<file path="src/rtl/shreg_sched_if.sv">
// Request/grant and shift-register bus between two requesters and shreg_sched.
// Requesters drive through master; the scheduler sits on slave.
interface shreg_sched_if #(
  parameter int unsigned WIDTH = 3
);
  logic             req0;
  logic [WIDTH-1:0] data0;
  logic             req1;
  logic [WIDTH-1:0] data1;
  logic             gnt0;
  logic             gnt1;
  logic             sr_clr;
  logic             sr_en;
  logic             sr_d;
  logic             busy;
  logic             done;
  logic             done_id;

  modport master (
    output req0, data0, req1, data1,
    input  gnt0, gnt1, sr_clr, sr_en, sr_d, busy, done, done_id
  );

  modport slave (
    input  req0, data0, req1, data1,
    output gnt0, gnt1, sr_clr, sr_en, sr_d, busy, done, done_id
  );
endinterface

</file>
<file path="src/rtl/shreg_sched.sv">
// Round-robin two-requester scheduler that clears a serial shift register and
// then shifts the granted word into it MSB first.
module shreg_sched #(
  parameter int unsigned WIDTH = 3
) (
  input  logic         clk,
  input  logic         rst,
  shreg_sched_if.slave bus
);
  localparam int unsigned CW = (WIDTH > 1) ? $clog2(WIDTH) : 1;

  typedef enum logic [1:0] {IDLE, CLEAR, SHIFT, DONE} state_t;

  state_t           state, state_n;
  logic [CW-1:0]    count, count_n;
  logic [WIDTH-1:0] word, word_n;
  logic             winner, winner_n;
  logic             ptr, ptr_n;
  logic             win;
  logic [CW-1:0]    idx;

  logic gnt0_q, gnt1_q, sr_clr_q, sr_en_q, sr_d_q, busy_q, done_q, done_id_q;
  logic gnt0_n, gnt1_n, sr_clr_n, sr_en_n, sr_d_n, busy_n, done_n, done_id_n;

  // State register; outputs are registered copies of what the next state decodes to.
  always_ff @(posedge clk) begin
    if (rst) begin
      state     <= IDLE;
      count     <= '0;
      word      <= '0;
      winner    <= 1'b0;
      ptr       <= 1'b0;
      gnt0_q    <= 1'b0;
      gnt1_q    <= 1'b0;
      sr_clr_q  <= 1'b0;
      sr_en_q   <= 1'b0;
      sr_d_q    <= 1'b0;
      busy_q    <= 1'b0;
      done_q    <= 1'b0;
      done_id_q <= 1'b0;
    end else begin
      state     <= state_n;
      count     <= count_n;
      word      <= word_n;
      winner    <= winner_n;
      ptr       <= ptr_n;
      gnt0_q    <= gnt0_n;
      gnt1_q    <= gnt1_n;
      sr_clr_q  <= sr_clr_n;
      sr_en_q   <= sr_en_n;
      sr_d_q    <= sr_d_n;
      busy_q    <= busy_n;
      done_q    <= done_n;
      done_id_q <= done_id_n;
    end
  end

  // Next-state, arbitration and next-output decode.
  always_comb begin
    state_n  = state;
    count_n  = count;
    word_n   = word;
    winner_n = winner;
    ptr_n    = ptr;
    win      = 1'b0;

    case (state)
      IDLE: begin
        if (bus.req0 || bus.req1) begin
          // Pointer only matters on a tie; a lone requester always wins.
          win      = (bus.req0 && bus.req1) ? ptr : bus.req1;
          state_n  = CLEAR;
          word_n   = win ? bus.data1 : bus.data0;
          winner_n = win;
          ptr_n    = ~win;
        end
      end
      CLEAR: begin
        state_n = SHIFT;
        count_n = '0;
      end
      SHIFT: begin
        if (count == CW'(WIDTH - 1)) state_n = DONE;
        else                         count_n = count + CW'(1);
      end
      DONE:    state_n = IDLE;
      default: state_n = IDLE;
    endcase

    idx       = CW'(WIDTH - 1) - count_n;
    gnt0_n    = (state_n == CLEAR) && !winner_n;
    gnt1_n    = (state_n == CLEAR) &&  winner_n;
    sr_clr_n  = (state_n == CLEAR);
    sr_en_n   = (state_n == SHIFT);
    sr_d_n    = (state_n == SHIFT) ? word_n[idx] : 1'b0;
    busy_n    = (state_n != IDLE);
    done_n    = (state_n == DONE);
    done_id_n = (state_n == DONE) ? winner_n : 1'b0;
  end

  assign bus.gnt0    = gnt0_q;
  assign bus.gnt1    = gnt1_q;
  assign bus.sr_clr  = sr_clr_q;
  assign bus.sr_en   = sr_en_q;
  assign bus.sr_d    = sr_d_q;
  assign bus.busy    = busy_q;
  assign bus.done    = done_q;
  assign bus.done_id = done_id_q;
endmodule
</file>
<file path="src/flat_wrapper.sv">
// flat-port wrapper written by rule: the top's interface ports become plain ports
module shreg_sched_flat 
#(
  parameter int unsigned WIDTH = 3
)
  (clk, rst, bus_req0, bus_data0, bus_req1, bus_data1, bus_gnt0, bus_gnt1, bus_sr_clr, bus_sr_en, bus_sr_d, bus_busy, bus_done, bus_done_id);
  shreg_sched_if #(.WIDTH(WIDTH)) bus_i ();
  input  logic clk;
  input  logic rst;
  input wire logic [$bits(bus_i.req0)-1:0] bus_req0;
  input wire logic [$bits(bus_i.data0)-1:0] bus_data0;
  input wire logic [$bits(bus_i.req1)-1:0] bus_req1;
  input wire logic [$bits(bus_i.data1)-1:0] bus_data1;
  output wire logic [$bits(bus_i.gnt0)-1:0] bus_gnt0;
  output wire logic [$bits(bus_i.gnt1)-1:0] bus_gnt1;
  output wire logic [$bits(bus_i.sr_clr)-1:0] bus_sr_clr;
  output wire logic [$bits(bus_i.sr_en)-1:0] bus_sr_en;
  output wire logic [$bits(bus_i.sr_d)-1:0] bus_sr_d;
  output wire logic [$bits(bus_i.busy)-1:0] bus_busy;
  output wire logic [$bits(bus_i.done)-1:0] bus_done;
  output wire logic [$bits(bus_i.done_id)-1:0] bus_done_id;
  assign bus_i.req0 = bus_req0;
  assign bus_i.data0 = bus_data0;
  assign bus_i.req1 = bus_req1;
  assign bus_i.data1 = bus_data1;
  assign bus_gnt0 = bus_i.gnt0;
  assign bus_gnt1 = bus_i.gnt1;
  assign bus_sr_clr = bus_i.sr_clr;
  assign bus_sr_en = bus_i.sr_en;
  assign bus_sr_d = bus_i.sr_d;
  assign bus_busy = bus_i.busy;
  assign bus_done = bus_i.done;
  assign bus_done_id = bus_i.done_id;
  shreg_sched #(.WIDTH(WIDTH)) u_core (.clk(clk), .rst(rst), .bus(bus_i));
endmodule
</file>
<file path="config.mk">
export PLATFORM = sky130hd
export DESIGN_NAME = shreg_sched_flat
export DESIGN_NICKNAME = d
export VERILOG_FILES = /design/src/rtl/shreg_sched_if.sv /design/src/rtl/shreg_sched.sv /design/src/flat_wrapper.sv
export SDC_FILE = /design/constraint.sdc
export NUM_CORES = 1
export LEC_CHECK = 0
export ABC_CLOCK_PERIOD_IN_PS = 4800
export CORE_MARGIN = 1.5
export CORE_UTILIZATION = 30
export DETAILED_ROUTE_END_ITERATION = 10
export PLACE_DENSITY_LB_ADDON = 0.08
export SETUP_SLACK_MARGIN = 0.3
export SYNTH_ARGS = -nofsm -noshare
export SYNTH_HDL_FRONTEND = slang
export SYNTH_SLANG_ARGS = --single-unit
</file>
<file path="constraint.sdc">
create_clock -name clk -period 4.8 [get_ports clk]
set_input_delay 1.2 -clock clk [delete_from_list [all_inputs] [get_ports clk]]
set_output_delay 1.2 -clock clk [all_outputs]
set_load 0.01 [all_outputs]
</file>
==> run summary, run 1 <==
run metrics: Most Used Layer, Global Route=met2, GRT met1 Usage=0.1453, maximum fanout encountered on the critical timing path=9, flip-flop count of the largest register after layout=3, count of final max-slew check failures=0, Post-Route M1 WL=649 um, number of hold buffers added after CTS=0, multi-input combinational cell count=49, cell area after synthesis=744.5 sq um, setup TNS after final layout=0 ps, total congestion overflow=0, hold path startpoint=u_core.ptr, Worst setup EP type=flip-flop, share of total power in the clock network=0.190, CTS H-Tree Depth=1, remaining antenna violation count after routing=0, number of flip-flops and latches in the synthesized netlist=17, Starting Density=0.3271, post-route insts no fill=123, required time at the worst-slack endpoint=4980 ps, root buffer cell=sky130_fd_sc_hd__clkbuf_4, Well-Tap Cells=28, clock transition at the registers of the reported paths=90 ps, combinational fraction of design power=0.355, achievable frequency=377.4 MHz, number of nets in the final layout=111, Max-area cell share=0.4571, number of buffers on the longest clock path=2, terminating pin of the worst hold path=u_core.ptr, slowest stage cell, crit path=sky130_fd_sc_hd__clkdlybuf4s50_1, YS chip area=744.5 sq um, register ranked first by flip-flop count=u_core.word, synthesized netlist net count=91, worst min path class=reg -> reg, PortBufs=17, final hold vios=0, Core Region=2276 sq um, half-perimeter wire length after placement=1043 um, RSZ-0062 raised after global routing=no, worst clock skew on the final layout=4.613 ps, biggest power consumer among the groups=registers, Synthesis Warnings=0, run status=finished, final reports clean, number of placement rows=17, sequential cell area=340.3 sq um, Vias per Instance=4.472, hold-critical path depth=1, number of sinks handled by clock tree synthesis=17, power attributed to combinational cells=0.135 mW, number of failing setup endpoints in the final timing report=0, detailed-route wire length per cell=10.70 um, post-route setup slack=2150 ps, wire length of the first global-routing pass=2421 um, pre-CTS setup slack=1860 ps, largest net degree at the start of global routing=10, Chip Width=52.82 um, relative area change from synthesis to final layout=29.08%, top cells by count, synth=17 x sky130_fd_sc_hd__dfxtp_1, 8 x sky130_fd_sc_hd__inv_1, 8 x sky130_fd_sc_hd__nor2_1, 5 x sky130_fd_sc_hd__ha_1, 4 x sky130_fd_sc_hd__a21oi_1
run 1: cells by family (layout without fill, tap and decap cells):
kind of cell,Yosys count,after routing,share of synthesized area
flops,17,17,0.4571
simple gates,22,22,0.1563
compound gates,22,22,0.2420
fa+ha+maj,5,5,0.08403
buf+inv,10,29,0.06050
run 1: how the worst max path moves through the flow:
| stage | start | endpoint | cells after the start |
|---|---|---|---|
| floorplan | bus_req1 | u_core.bus.sr_d | 6 |
| detailed placement | bus_req1 | u_core.bus.sr_d | 6 |
| global placement | bus_req1 | u_core.bus.sr_d | 6 |
| global route | bus_req1 | u_core.bus.sr_d | 6 |
| CTS | bus_req1 | u_core.bus.sr_d | 6 |
| finish | bus_req1 | u_core.bus.sr_d | 6 |
Run 1, sequential cells grouped by signal name:
(8 px per um) Other sequential cells in the stronger gray, the rest of the logic in the fainter gray.
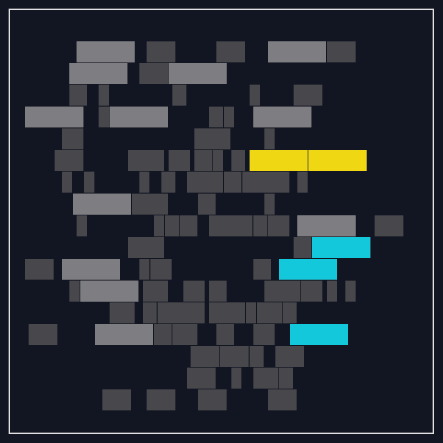
signal	color	flops
`u_core.word`	cyan	3
`u_core.count`	yellow	2
not colored	12

Run 1, wiring heat map:
(8 px per um) The die is cut into 11 by 11 equal tiles; dark purple is low, yellow is high, scaled to the fullest tile. Values are wire area over tile area, all layers added.
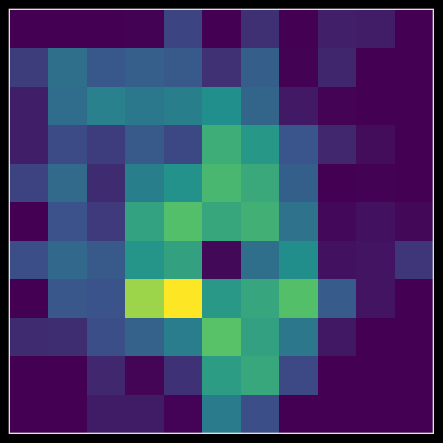
emptiest ninth of the die	top right
fullest tile	0.32
nearly empty tiles	29%
tiles over half the peak	17%
mean over tiles	0.072
densest ninth of the die	middle

Run 1, cell placement:
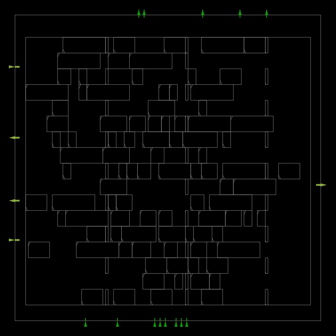
number of sequential cells in the layout: 17
core occupancy in the finished layout: 0.4222

## Run 2: what changed since run 1
- ABC_CLOCK_PERIOD_IN_PS: 4800 -> 2500
- clock period: 4.8 -> 2.5 ns (I/O delays scaled with it)
Run 2, sequential cells grouped by signal name:
(8 px per um) Other sequential cells in the stronger gray, the rest of the logic in the fainter gray.
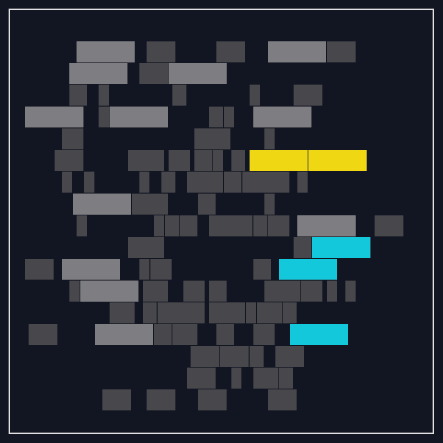
signal	color	flops
`u_core.word`	cyan	3
`u_core.count`	yellow	2
not colored	12
sequential cell area: 340.3 sq um
power in sequential cells: 0.332 mW

==> run 2 against run 1 <==
Clock power rose by 92%. Setup slack got worse by 1700 ps. Global-route usage did not move. Synthesized cell count did not move. Flip-flop count did not move. Power rose by 92%. Synthesized area did not move. Non-clock buffer count did not move. Via count did not move. Largest power group unchanged.
==> run summary, run 2 <==
run metrics: YS chip area=744.5 sq um (unchanged), share of synthesized area spent on multiplexers=0 (unchanged), GRT met1 Usage=0.1453 (unchanged), number of sinks handled by clock tree synthesis=17 (unchanged), required time at the worst-slack endpoint=2680 ps (-2300 ps), core occupancy in the finished layout=0.4222 (unchanged), Most Used Layer, Global Route=met2, synthesized netlist cell count=76, register ranked first by flip-flop count=u_core.word, setup fix buffers added after clock tree synthesis=0, I/O Pins=18, fraction of the yosys area taken by sequential cells=0.4571, number of flip-flops and latches in the synthesized netlist=17 (unchanged), post-synth tally of flip-flops with integrated enable=0, total instance count after detailed placement=119, worst clock skew on the final layout=4.613 ps (unchanged), total length of routed met2 wires=625 um, Residual DRC=0, source of the worst register-to-register timing path=u_core.state[0], adder-cell area share of the yosys netlist=0.08403 (unchanged), synthesized netlist net count=91 (unchanged), top cells by count, synth=17 x sky130_fd_sc_hd__dfxtp_1, 8 x sky130_fd_sc_hd__inv_1, 8 x sky130_fd_sc_hd__nor2_1, 5 x sky130_fd_sc_hd__ha_1, 4 x sky130_fd_sc_hd__a21oi_1, total congestion overflow=0 (unchanged), Worst setup EP type=flip-flop, run status=finished, final reports clean, final hold vios=0 (unchanged), ys async rst share=0, share of total power in the clock network=0.190 (about the same), prevailing logic family in the synthesized netlist=AND-OR/OR-AND gates, PortBufs=17 (unchanged), mean instance size in the synthesized netlist=9.796 sq um, number of distinct standard cells referenced by the synthesized netlist=30, flip-flop count of the largest register after layout=3 (unchanged), achievable frequency=481.9 MHz, number of violations of the max-capacitance limit=0, FILL cells=228, startpoint of the worst setup timing path=bus_req1, count of final max-slew check failures=0 (unchanged), Pleak=0.3830 nW, worst min path class=reg -> reg, number of global-route vias before repair=564, smallest hold slack=489.8 ps, post-synthesis simple-gate area fraction=0.1563 (unchanged), hold path startpoint=u_core.ptr, Critical path buffers and inverters=1, number of failing setup endpoints in the final timing report=0 (unchanged), hold-critical path depth=1 (unchanged), number of buffers on the longest clock path=2 (unchanged), endpoint of the most critical setup path=u_core.bus.sr_d, detailed-route wire length per cell=10.70 um (unchanged), pre-CTS setup slack=135.1 ps (-1725 ps), final cell area excluding filler cells=960.9 sq um, setup TNS after final layout=0 ps (unchanged), diode insertion count for antenna repair=0, Starting Density=0.3271 (unchanged), CTS tree=done, relative area change from synthesis to final layout=29.08% (unchanged), path length in cells of the critical path=6 (unchanged), number of nets in the final layout=111 (unchanged), initial DRC count=4, terminating pin of the worst hold path=u_core.ptr, clock transition at the registers of the reported paths=90 ps (about the same), fraction of synthesized cell area in xor and xnor cells=0 (unchanged), remaining antenna violation count after routing=0 (unchanged), maximum fanout encountered on the critical timing path=9 (unchanged), cell area after synthesis=744.5 sq um (unchanged), Post-Route M1 WL=649 um (unchanged), Synthesis Warnings=0 (unchanged), slowest stage cell, crit path=sky130_fd_sc_hd__clkdlybuf4s50_1, largest net degree at the start of global routing=10 (unchanged), CP Cell Sequence=clkdlybuf4s50_1 -> o21ai_4 -> a31oi_2 -> a211oi_2 -> a31oi_1 -> a2111oi_2, total power density per cell area=759.5 nW/um^2, post-route insts no fill=123 (unchanged), compound-gate portion of the synthesized area=0.2420 (unchanged), combinational fraction of design power=0.355 (about the same), RSZ-0062 raised after global routing=no, CTS H-Tree Depth=1 (unchanged), power spent charging and discharging nets=0.2326 mW, half-perimeter wire length after placement=1043 um (unchanged), post-route setup slack=425.0 ps (-1725 ps), initial antenna violation count=0, number of placement rows=17 (unchanged), root buffer cell=sky130_fd_sc_hd__clkbuf_4, wire length of the first global-routing pass=2421 um (unchanged), Max-area cell share=0.4571 (unchanged), number of hold buffers added after CTS=0 (unchanged), Vias per Instance=4.472 (unchanged), most numerous cell in the Yosys netlist=sky130_fd_sc_hd__dfxtp_1, Int Pwr=0.4972 mW
Run 2, supply network:
(10 px per um) Pins as bars on the die edge.
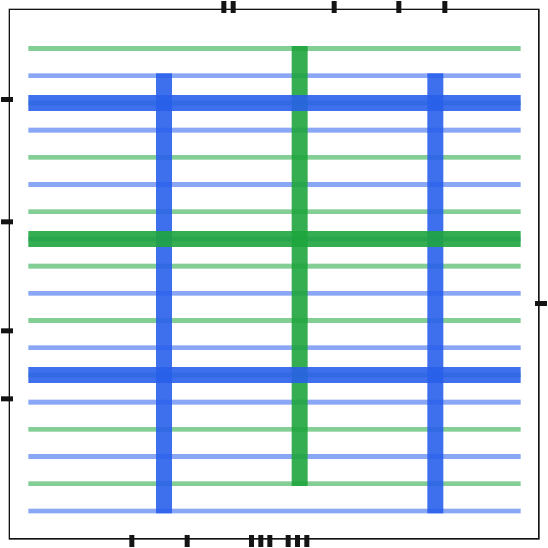
net	color
VSS	blue
VDD	green
met1 rails	18
met5 straps	3
rows	17
maximum vdd ir drop: 454.1 uV
Core Region: 2276 sq um
chip height: 52.82 um
Chip Width: 52.82 um

## run 2: cells by family after synthesis
group                      Yosys count
adders and majority gates            5
AOI/OAI and AO/OA                   22
buffers and inverters               10
and+or+nand+nor                     22
DFF                                 17
## run 2: power groups by stage
stage	clock, mW	combinational [mW]	sequential, mW
final	0.139	0.259	0.332
after global routing	0.162	0.292	0.337
after CTS	0.148	0.264	0.332
after detailed placement	0	0.262	0.338
after global placement	0	0.261	0.340
after floorplan	0	0.158	0.349
## run 2: area by class of cell
cell class                      count  area [sq um]  share of cell area
Sequential cell                    17         340.3              0.3542
Inverter                            8         30.03             0.03125
Tap cell                           28         35.03             0.03646
Multi-Input combinational cell     49         359.1              0.3737
Timing Repair Buffer               17         170.2              0.1771
Clock buffer                        4         26.28             0.02734
## Run 3: what changed since run 2
- ABC_CLOCK_PERIOD_IN_PS: 2500 -> 2100
- clock period: 2.5 -> 2.1 ns (I/O delays scaled with it)
Run 3, cell placement:
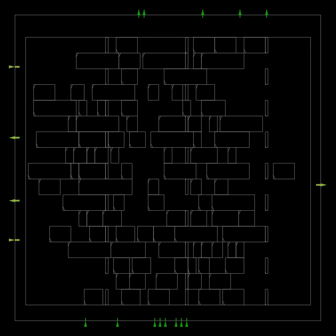
core occupancy in the finished layout: 0.4475
number of placement rows: 17
fraction of area in registers: 0.3342
Well-Tap Cells: 28
post-route insts no fill: 128

==> run 3 against run 2 <==
Die size unchanged. Routed wire length increased by 9.2%. Clock-buffer cell count is 1 lower. Setup slack improved by 7.6 ps. Synthesized area did not move. Sequential power increased by 19%. Clock power grew 24%. Cell count increased by 4.1%. Critical endpoint is now bus_busy.
==> run summary, run 3 <==
run metrics: run status=finished, final reports clean, pre-CTS setup slack=-74.69 ps (-209.8 ps), Vias per Instance=4.641 (+3.8%), ys async rst share=0 (unchanged), RSZ-0062 raised after global routing=no, detailed-route wire length per cell=11.23 um (+4.9%), power spent charging and discharging nets=0.2997 mW (+29%), FILL cells=230 (+0.88%), share of total power in the clock network=0.189 (about the same), post-synth tally of flip-flops with integrated enable=0 (unchanged), Post-Route M1 WL=703 um (+8.3%), required time at the worst-slack endpoint=1570 ps (-1110 ps), sequential cell area=340.3 sq um (unchanged), most numerous cell in the Yosys netlist=sky130_fd_sc_hd__dfxtp_1, number of global-route vias before repair=580 (+2.8%), Critical path buffers and inverters=1 (unchanged), Pleak=0.4119 nW (+7.6%), PortBufs=17 (unchanged), number of failing setup endpoints in the final timing report=0 (unchanged), power attributed to combinational cells=0.349 mW (+35%), total power density per cell area=902.1 nW/um^2 (+19%), maximum fanout encountered on the critical timing path=1 (-8), top cells by count, synth=17 x sky130_fd_sc_hd__dfxtp_1, 8 x sky130_fd_sc_hd__inv_1, 8 x sky130_fd_sc_hd__nor2_1, 5 x sky130_fd_sc_hd__ha_1, 4 x sky130_fd_sc_hd__a21oi_1, chip height=52.82 um (unchanged), combinational fraction of design power=0.380 (+0.025), Worst setup EP type=output pin, synthesized netlist net count=91 (unchanged), I/O Pins=18 (unchanged), power in sequential cells=0.396 mW (+19%), CTS tree=done, worst clock skew on the final layout=5.730 ps (+1.117 ps), number of hold buffers added after CTS=0 (unchanged), Residual DRC=0 (unchanged), count of final max-slew check failures=0 (unchanged), root buffer cell=sky130_fd_sc_hd__clkbuf_4, biggest power consumer among the groups=registers, total instance count after detailed placement=124 (+4.2%), post-route setup slack=432.6 ps (+7.574 ps), setup fix buffers added after clock tree synthesis=0 (unchanged), YS chip area=744.5 sq um (unchanged), Most Used Layer, Global Route=met2, GRT met1 Usage=0.1503 (+0.005021), final hold vios=0 (unchanged), area taken by multi-input logic gates=380.4 sq um (+5.9%), Synthesis Warnings=0 (unchanged), mean instance size in the synthesized netlist=9.796 sq um (unchanged), power dissipated in the clock network=0.173 mW (+24%), final cell area excluding filler cells=1018 sq um (+6.0%), synthesized netlist cell count=76 (unchanged), clock transition at the registers of the reported paths=100 ps (about the same), flip-flop count of the largest register after layout=3 (unchanged), initial DRC count=7 (+3), setup TNS after final layout=0 ps (unchanged), maximum vdd ir drop=466.4 uV (+2.7%), number of distinct standard cells referenced by the synthesized netlist=30 (unchanged), remaining antenna violation count after routing=0 (unchanged), half-perimeter wire length after placement=1135 um (+8.8%), CP Cell Sequence=clkdlybuf4s50_1, slowest stage cell, crit path=sky130_fd_sc_hd__clkdlybuf4s50_1, worst min path class=reg -> reg, Core Region=2276 sq um (unchanged), fraction of the yosys area taken by sequential cells=0.4571 (unchanged)
Run 3, sizing map:
(4 px per um)
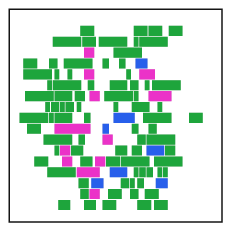
size	color	cells	share
x2	blue	7	7.0%
x3 and x4	magenta	12	12%
x1 and smaller	green	81	81%

==> run 3: final timing paths <==
check | from | to | slack (ps) | depth (start not counted)
max | u_core.bus.busy | bus_busy | 430 | 1
min | u_core.ptr | u_core.ptr | 530 | 1
max reg2reg | u_core.state[0] | u_core.bus.sr_d | 490 | 7
min reg2reg | u_core.ptr | u_core.ptr | 530 | 1
==> run 3: cells by family (layout without fill, tap and decap cells) <==
family	Yosys count	after routing	share of synthesized area
AOI/OAI and AO/OA	22	22	0.2420
and+or+nand+nor	22	22	0.1563
DFF	17	17	0.4571
buffers and inverters	10	34	0.06050
adders and majority gates	5	5	0.08403
==> run 3: layout make-up <==
class	count	share of cell area
clock buffer	3	0.02211
tap	28	0.03440
multi-input combinational	49	0.3735
sequential	17	0.3342
inverter	8	0.02948
timing repair buffer	22	0.2015
clock inverter	1	0.004914
Power and IR drop assume default switching activity.
